[config.mk]
export PLATFORM = sky130hd
export DESIGN_NAME = imem_loader
export DESIGN_NICKNAME = d
export VERILOG_FILES = /design/src/rtl/imem_loader.sv
export SDC_FILE = /design/constraint.sdc
export NUM_CORES = 1
export LEC_CHECK = 0
export CAP_MARGIN = 10
export CORE_ASPECT_RATIO = 2
export CORE_MARGIN = 4
export CORE_UTILIZATION = 45
export CTS_BUF_LIST = sky130_fd_sc_hd__clkbuf_16
export CTS_CLUSTER_DIAMETER = 120
export DETAILED_ROUTE_END_ITERATION = 10
export PLACE_DENSITY = 0.76
export SLEW_MARGIN = 20
export SYNTH_ARGS = -nofsm -noshare
export SYNTH_HDL_FRONTEND = slang
export SYNTH_SLANG_ARGS = --single-unit
[constraint.sdc]
create_clock -name CLK -period 3.5 [get_ports CLK]
set_input_delay 0.7 -clock CLK [delete_from_list [all_inputs] [get_ports CLK]]
set_output_delay 0.7 -clock CLK [all_outputs]
set_load 0.02 [all_outputs]
[src/rtl/imem_loader.sv]
// imem_loader: fills instruction memory from a byte stream while holding the CPU.
// The stream is a 16-bit big-endian word count followed by the program bytes.
// Bytes are packed big-endian into 32-bit words, one write per word, at
// consecutive word-aligned addresses starting at BASE_ADDR.
//
// Ports:
//   CLK, RSTn          clock, asynchronous active-low reset
//   start              begin a load (honoured only when idle)
//   byte_valid/_data   incoming stream byte
//   byte_ready         loader accepts a byte this cycle
//   mem_we/addr/wdata  instruction-memory write port (addr/wdata valid with mem_we)
//   cpu_hold, busy     high for the whole load, including the DONE cycle
//   done               one-cycle completion pulse
module imem_loader #(
  parameter int unsigned ADDR_W    = 10,
  parameter int unsigned BASE_ADDR = 0
) (
  input  logic        CLK,
  input  logic        RSTn,
  input  logic        start,
  input  logic        byte_valid,
  input  logic [7:0]  byte_data,
  output logic        byte_ready,
  output logic        mem_we,
  output logic [31:0] mem_addr,
  output logic [31:0] mem_wdata,
  output logic        cpu_hold,
  output logic        busy,
  output logic        done
);

  localparam int unsigned CNT_W  = 16;
  localparam int unsigned WORD_W = 32;
  localparam int unsigned IDX_W  = 2;

  typedef enum logic [2:0] {
    S_IDLE, S_HDR_HI, S_HDR_LO, S_DATA, S_WRITE, S_DONE
  } state_t;

  state_t              state, state_nxt;
  logic [CNT_W-1:0]    count, count_nxt;
  logic [ADDR_W-1:0]   addr, addr_nxt;
  logic [IDX_W-1:0]    idx, idx_nxt;
  logic [WORD_W-1:0]   word, word_nxt;
  logic [WORD_W-1:0]   mem_addr_nxt, mem_wdata_nxt;
  logic                byte_ready_nxt, mem_we_nxt, busy_nxt, done_nxt;
  logic                xfer_c;

  assign xfer_c = byte_valid & byte_ready;

  // State and datapath registers; outputs are registered from next-state decode.
  always_ff @(posedge CLK or negedge RSTn) begin
    if (!RSTn) begin
      state      <= S_IDLE;
      count      <= '0;
      addr       <= '0;
      idx        <= '0;
      word       <= '0;
      byte_ready <= 1'b0;
      mem_we     <= 1'b0;
      mem_addr   <= '0;
      mem_wdata  <= '0;
      cpu_hold   <= 1'b0;
      busy       <= 1'b0;
      done       <= 1'b0;
    end else begin
      state      <= state_nxt;
      count      <= count_nxt;
      addr       <= addr_nxt;
      idx        <= idx_nxt;
      word       <= word_nxt;
      byte_ready <= byte_ready_nxt;
      mem_we     <= mem_we_nxt;
      mem_addr   <= mem_addr_nxt;
      mem_wdata  <= mem_wdata_nxt;
      cpu_hold   <= busy_nxt;
      busy       <= busy_nxt;
      done       <= done_nxt;
    end
  end

  // Next-state and next-output logic.
  always_comb begin
    state_nxt     = state;
    count_nxt     = count;
    addr_nxt      = addr;
    idx_nxt       = idx;
    word_nxt      = word;
    mem_addr_nxt  = mem_addr;
    mem_wdata_nxt = mem_wdata;

    case (state)
      S_IDLE: begin
        if (start) begin
          state_nxt = S_HDR_HI;
          addr_nxt  = ADDR_W'(BASE_ADDR);
          idx_nxt   = '0;
        end
      end
      S_HDR_HI: begin
        if (xfer_c) begin
          count_nxt = {byte_data, count[7:0]};
          state_nxt = S_HDR_LO;
        end
      end
      S_HDR_LO: begin
        if (xfer_c) begin
          count_nxt = {count[15:8], byte_data};
          state_nxt = ((count[15:8] == 8'd0) && (byte_data == 8'd0)) ? S_DONE : S_DATA;
        end
      end
      S_DATA: begin
        if (xfer_c) begin
          // Shift-in packing puts the first byte of the word in [31:24].
          word_nxt = {word[23:0], byte_data};
          idx_nxt  = idx + IDX_W'(1);
          if (idx == IDX_W'(3)) begin
            state_nxt     = S_WRITE;
            idx_nxt       = '0;
            mem_addr_nxt  = WORD_W'(addr);
            mem_wdata_nxt = {word[23:0], byte_data};
          end
        end
      end
      S_WRITE: begin
        addr_nxt  = addr + ADDR_W'(4);
        count_nxt = count - CNT_W'(1);
        state_nxt = (count == CNT_W'(1)) ? S_DONE : S_DATA;
      end
      S_DONE: begin
        state_nxt = S_IDLE;
      end
      default: begin
        state_nxt = S_IDLE;
      end
    endcase

    byte_ready_nxt = (state_nxt == S_HDR_HI) || (state_nxt == S_HDR_LO) ||
                     (state_nxt == S_DATA);
    mem_we_nxt     = (state_nxt == S_WRITE);
    busy_nxt       = (state_nxt != S_IDLE);
    done_nxt       = (state_nxt == S_DONE);
  end

endmodule

==> run_1/ff_map.png <==
(4 px per um) Other sequential cells in the stronger gray, the rest of the logic in the fainter gray.
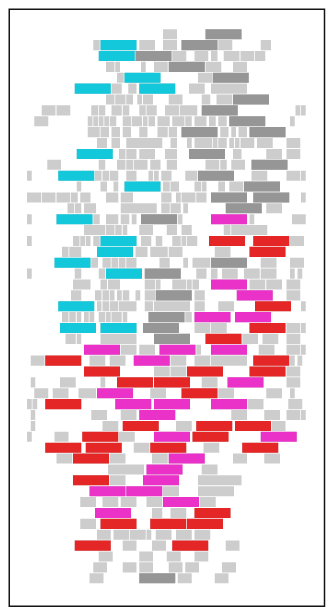
[mem_wdata] red | sequential cells: 32
[count] cyan | sequential cells: 16
[word] magenta | sequential cells: 24
not colored: 25
Seq/total area: 45.3%
Seq group: 1.85 mW
Reg area: 0.00243 mm2
final core area utilization: 55.3%

==> run_1/route_heat.png <==
(3 px per um) The die is cut into 16 by 30 equal tiles; dark blue is low, red is high, scaled to the fullest tile. Values are wire area over tile area, all layers added.
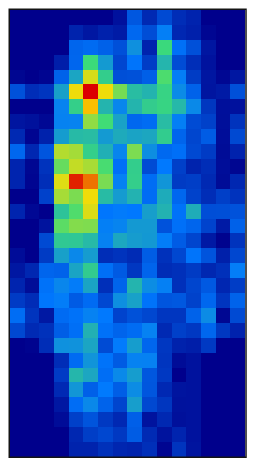
fullest tile: 0.75
tiles over half the peak: 5.8%
mean over tiles: 0.14
nearly empty tiles: 21%

==> flow_summary.yaml, run 1 <==
# flow metrics
outcome:
  status: "finished, final reports clean"
floorplanning:
  coreArea_mm2: 0.00970
  die_area_mm2: 0.0117
cells_and_area:
  num-nonclk-buffers: 63
  drive_above_1_share_pct: 12.4
  largest_class: "flip-flops and latches"
  lay_top_count: "dfrtp_1"
clocking:
  clock_sinks: 97
  cts_tree: "yes"
  insertion_delay_ns: 0.34
  cts_buffer_depth: 2
  postCtsSetupBuffers: 0
logic_synthesis:
  ys_sh_xor_pct: 0
  ys.flop_type: "dfrtp_1"
setup_path:
  path_class: "reg -> out"
  path_max_fanout: 8
  end_kind: "output pin"
final_timing:
  tightest_slew_ns: 1.01
  period_needed_ns: 2.19
  max_slew_margin_pct: 32.1
place:
  globalplace.congestion: 0.830
grt:
  grt_util_met3_pct: 3.39
power:
  power_mw: 4.30
  power_density_mw_per_mm2: 802
==> run_1/layers.png <==
(3 px per um) Two of the layers only.
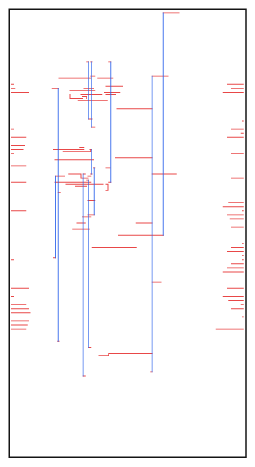
[M3] red | wire length: 463 um
[M4] blue | wire length: 512 um
Via Count: 3,127
GRT Total Usage: 17.7%
wire per inst: 17.1 um
DRT Wirelength: 9700 um

## run 1: state kept, by name (all words and copies together), names as in the netlist, 2 cells and up
signal and flops:
word 24, count 16, addr 8, mem_wdata 32, idx 2, state 3
mem_addr 8
## run 1: worst register-to-register path, cell delays in order (launching register included)
cell and delay [ns]:
dfrtp_1 0.37, inv_1 0.12, ha_1 0.25, nor4b_2 0.72, a31oi_1 0.23, o21ai_0 0.24, o21ai_0 0.10
## run 1: final timing paths
kind / startpoint / endpoint / cells after the start
worst max-delay path: byte_ready / byte_ready / 1
worst max register to register: count[1] / count[12] / 6
worst min-delay path: RSTn / mem_wdata[23] / 1
min in group CLK: word[16] / mem_wdata[24] / 1
worst min register to register: word[16] / mem_wdata[24] / 1
max in group asynchronous: RSTn / state[1] / 2
==> inputs of run 2 (changes only) <==
--- a/config.mk
+++ b/config.mk
@@ -12,7 +12,7 @@
 export CTS_BUF_LIST = sky130_fd_sc_hd__clkbuf_16
 export CTS_CLUSTER_DIAMETER = 120
 export DETAILED_ROUTE_END_ITERATION = 10
-export PLACE_DENSITY = 0.76
+export PLACE_DENSITY = 0.79
 export SLEW_MARGIN = 20
 export SYNTH_ARGS = -nofsm -noshare
 export SYNTH_HDL_FRONTEND = slang
==> constraint.sdc (replaced) <==
create_clock -name CLK -period 1.9 [get_ports CLK]
set_input_delay 0.38 -clock CLK [delete_from_list [all_inputs] [get_ports CLK]]
set_output_delay 0.38 -clock CLK [all_outputs]
set_load 0.02 [all_outputs]
==> run 2 against run 1 <==
The flow now finishes with violations (negative hold slack). Global-route usage rose by 0.30 points. Flip-flop count did not move. Worst hold slack lost 0.36 ns. Sequential power grew about 80%. Register-to-register slack got worse by 1.3 ns. Critical path depth rose by 3. Area after synthesis is the same. Clock power rose by 95%. Critical path type is now reg -> reg.
==> flow_summary.yaml, run 2 <==
# flow metrics
outcome:
  status: "complete, but fails checks"
  violations: "negative hold slack"
clocking:
  cts_buffer_depth: 2
  cts_tree: "yes"
  postCtsSetupBuffers: 0
  insertion_delay_ns: 0.35
final_timing:
  finClkSkew_ns: 0.00674
  tightest_slew_ns: 0.614
  hold_viol: 2
  max_slew_margin_pct: 58.7
  hold_slack_ns: -0.00384
floorplanning:
  die_area_mm2: 0.0117
  coreArea_mm2: 0.00970
  die_y_um: 149
place:
  placed_cell_area_mm2: 0.00534
cells_and_area:
  lay_top_count: "dfrtp_1"
  largest_register_ffs: 32
  drive_above_1_share_pct: 19.1
  reg_top3: "mem_wdata: 32 flops, word: 24 flops, count: 16 flops"
  regMostFlops: "mem_wdata"
setup_path:
  end_kind: "flop"
  path_max_fanout: 5
  ff2ff_path_depth: 4
logic_synthesis:
  ys.flop_type: "dfrtp_1"
power:
  power_density_mw_per_mm2: 1490
detailed_routing:
  num_vias: 3248
## run 2: path summary, 6_finish.rpt
check | from | end | slack (ns)
max in group asynchronous | RSTn | count[14] | 1.32
min in group CLK | word[16] | mem_wdata[24] | 0.48
hold / removal | RSTn | done | -0.004
setup / recovery | count[12] | busy | 0.002
setup reg to reg | count[12] | busy | 0.002
hold reg to reg | word[16] | mem_wdata[24] | 0.48
## run 2: layout make-up
class,instances,area (um2),area share (%)
multi-input cells,249,1850,32.5
flip-flops and latches,97,2430,42.7
clock inverters,7,85.1,1.50
inverters,9,33.8,0.594
well taps,132,165,2.90
repair buffers,95,903,15.9
clock buffers,9,225,3.96
## run 2: worst max-delay path: stages (launching register included)
cell and delay (ns):
dfrtp_1 0.38, or4_4 0.55, or3_4 0.43, o31ai_4 0.28
nand3b_1 0.18
==> run_2/ff_map.png <==
(4 px per um) Other sequential cells in the stronger gray, the rest of the logic in the fainter gray.
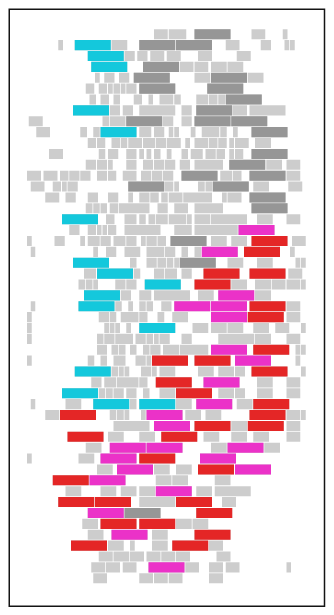
Seq group: 3.33 mW
final core area utilization: 58.6%
Seq/total area: 42.7%

==> run_2/port_trees.png <==
(4 px per um)
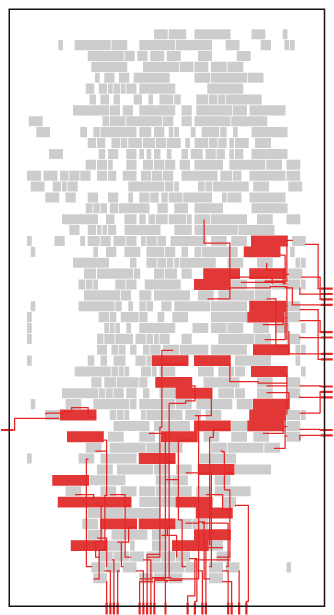
[mem_wdata] red | direction: output | edge: 18 bottom, 13 right, 1 left | end cells: 32 | buffers: 32 | wire: 1,160 um
# port buffers: 56
Ports: 81

==> run_2/route_heat.png <==
(3 px per um) The die is cut into 16 by 30 equal tiles; dark blue is low, red is high, scaled to the fullest tile. Values are wire area over tile area, all layers added.
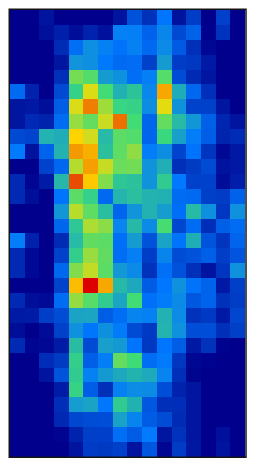
emptiest ninth of the die: lower right
mean over tiles: 0.14
nearly empty tiles: 21%
wire per inst: 16.7 um
DRT Wirelength: 9960 um
GRT Total Usage: 18.0%

No activity file was given, so power comes from the tool's default toggle rates.
